### I/O pins on the die edge

Drawn at 2 px/um. Pins as bars across the die edge, other pins in grey.
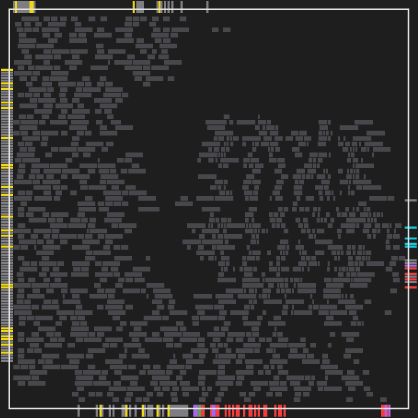
### Routed metal per tile

Drawn at 2 px/um. 40 x 40 tiles, from dark blue (low) to red (high), scaled to the fullest tile. Values are wire area over tile area, all layers added.
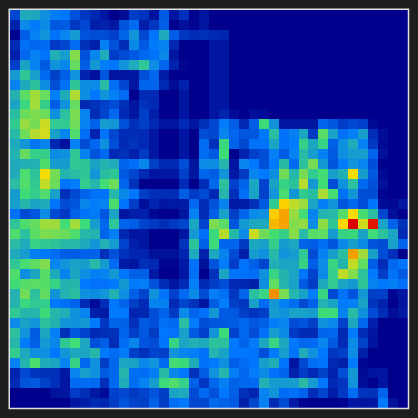
### Congestion heat map

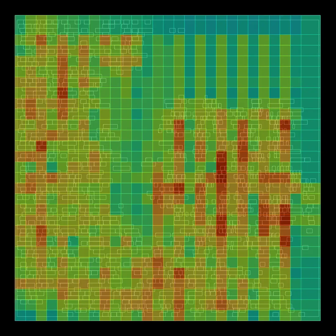
### Met2 routing

Drawn at 2 px/um. Cells faint in the background.
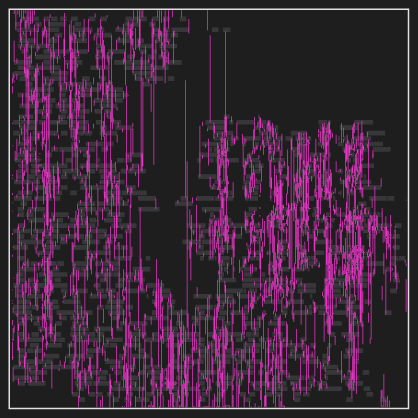
### M3 wires

Drawn at 2 px/um. Cells faint in the background.
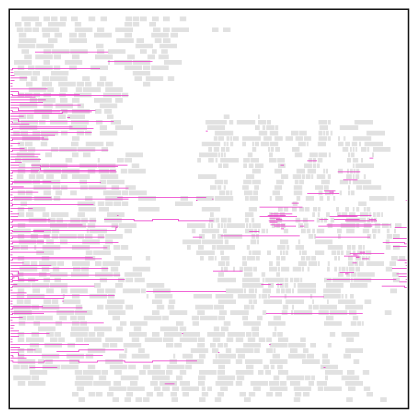
Design voice_allocator, sky130hd; sources not shown.
==> reports/summary.txt <==
status: completed
Metal-1 WL: 13800 um
simple-gate portion of the synthesized area: 7.93%
static leakage: 0.00625 uW
Main logic family: multiplexers
top cells by count: dfrtp_1, mux2_2, ha_1
Setup crit end kind: register
most common logic cells in the final layout: clkdlybuf4s50_1, dfrtp_1, mux2_2
pwr/cell area: 192 nW/um^2
Worst Tran Pin Value: 976 ps
CTS H-tree depth: 1
Achievable Freq: 108 MHz
CP arrival: 9480 ps
gp weighted congestion: 0.858
Reg2Reg Depth: 26
post-cts gate resize count: 0
top-count cell post-synth: dfrtp_1
sequential share of power: 29.9%
WHS Path Cells: 2
vias per std cell: 4.83
fin. max-slew vios: 0
yosys synthesis chip area: 11600 um^2
Hold WC Path Type: reg2reg
Final setup viols: 0
CTS tree: built
# clock sinks: 238
Internal: 1680 uW
Starting Density: 30.7%
Syn Std Cell Area: 11600 um^2
number of flip-flops in the largest register: 128
Dominant cell area share: 44.1%
kind of critical path: in2reg
Routed met2 length: 14000 um
share of layout cells above drive strength 1: 24.5%
yosys aoi share: 6.56%
logic area: 5300 um^2
drt drc: 0
min Tclk post-route: 9220 ps
Dominant flop cell: dfrtp_1
adder share: 5.81%
largest net degree at the start of global routing: 94
Inst Count DP: 1587
Post-Route Setup TNS: 0 ps
Back to the opening pictures, 'I/O pins on the die edge':
legend:
  red:
    port: `voice_key`
    pins: 28
    direction: output
    edge: 24 south, 4 east
  yellow:
    port: `note_freq`
    pins: 32
    direction: input
    edge: 22 west, 5 south, 5 north
  purple:
    port: `note_key`
    pins: 7
    direction: input
    edge: 6 south, 1 east
  cyan:
    port: `voice_active`
    pins: 4
    direction: input
    edge: east
  green:
    port: `note_ready`
    pins: 1
    direction: output
    edge: south
all pins by edge: 108 west, 62 south, 25 north, 14 east
Die Ht: 199 um
I/O Buffers: 208
overall die width: 199 um

Back to the opening pictures, 'Routed metal per tile':
fullest tile: 0.64
emptiest ninth of the die: north-east
tiles over half the peak: 7.0%
mean over tiles: 0.13
Wirelength per Cell: 19.4 um
overall routing resource usage: 16.2%
vias post-DR: 7918
total routed wirelength: 31700 um

Back to the opening pictures, 'Congestion heat map':
gr busiest metal: met2
routing usage on met2: 24.8%
met1 usage: 21.0%
fin util: 39.9%

Back to the opening pictures, 'Met2 routing':
nets with wire on the layer: 1068
longest straight run: 83.0 um
wire length on this layer: 14000 um
main direction: vertical
share of all routed wire: 44%

Back to the opening pictures, 'M3 wires':
wire length on this layer: 3330 um
main direction: horizontal
nets with wire on the layer: 160
grt met3 use: 7.14%

[per-stage QoR]
step	utilization (%)	hold slack, ps	power, uW
floorplan	-	239	1820
global placement	37.4	254	2390
detailed placement	37.4	257	2400
CTS	39.9	270	2930
global route	39.9	304	3080
finish	39.9	265	2900
[layout make-up]
type,instances,area share [%]
Timing Repair Buffer,216,14.2
Sequential cell,238,39.7
Clock inverter,7,0.910
Clock buffer,44,5.36
Multi-Input combinational cell,600,35.1
Antenna cell,1,0.0165
Tap cell,511,4.23
Inverter,22,0.596
[critical path, stage by stage]
cell and delay, ps:
clkdlybuf4s50_1 420, nor2_1 140, o32ai_1 100, o21a_1 140, o22a_1 150, nor2_1 110
nor2_1 210, nor4_2 790, buf_4 690, mux2_2 420
Power is estimated from default activity; no workload was simulated.
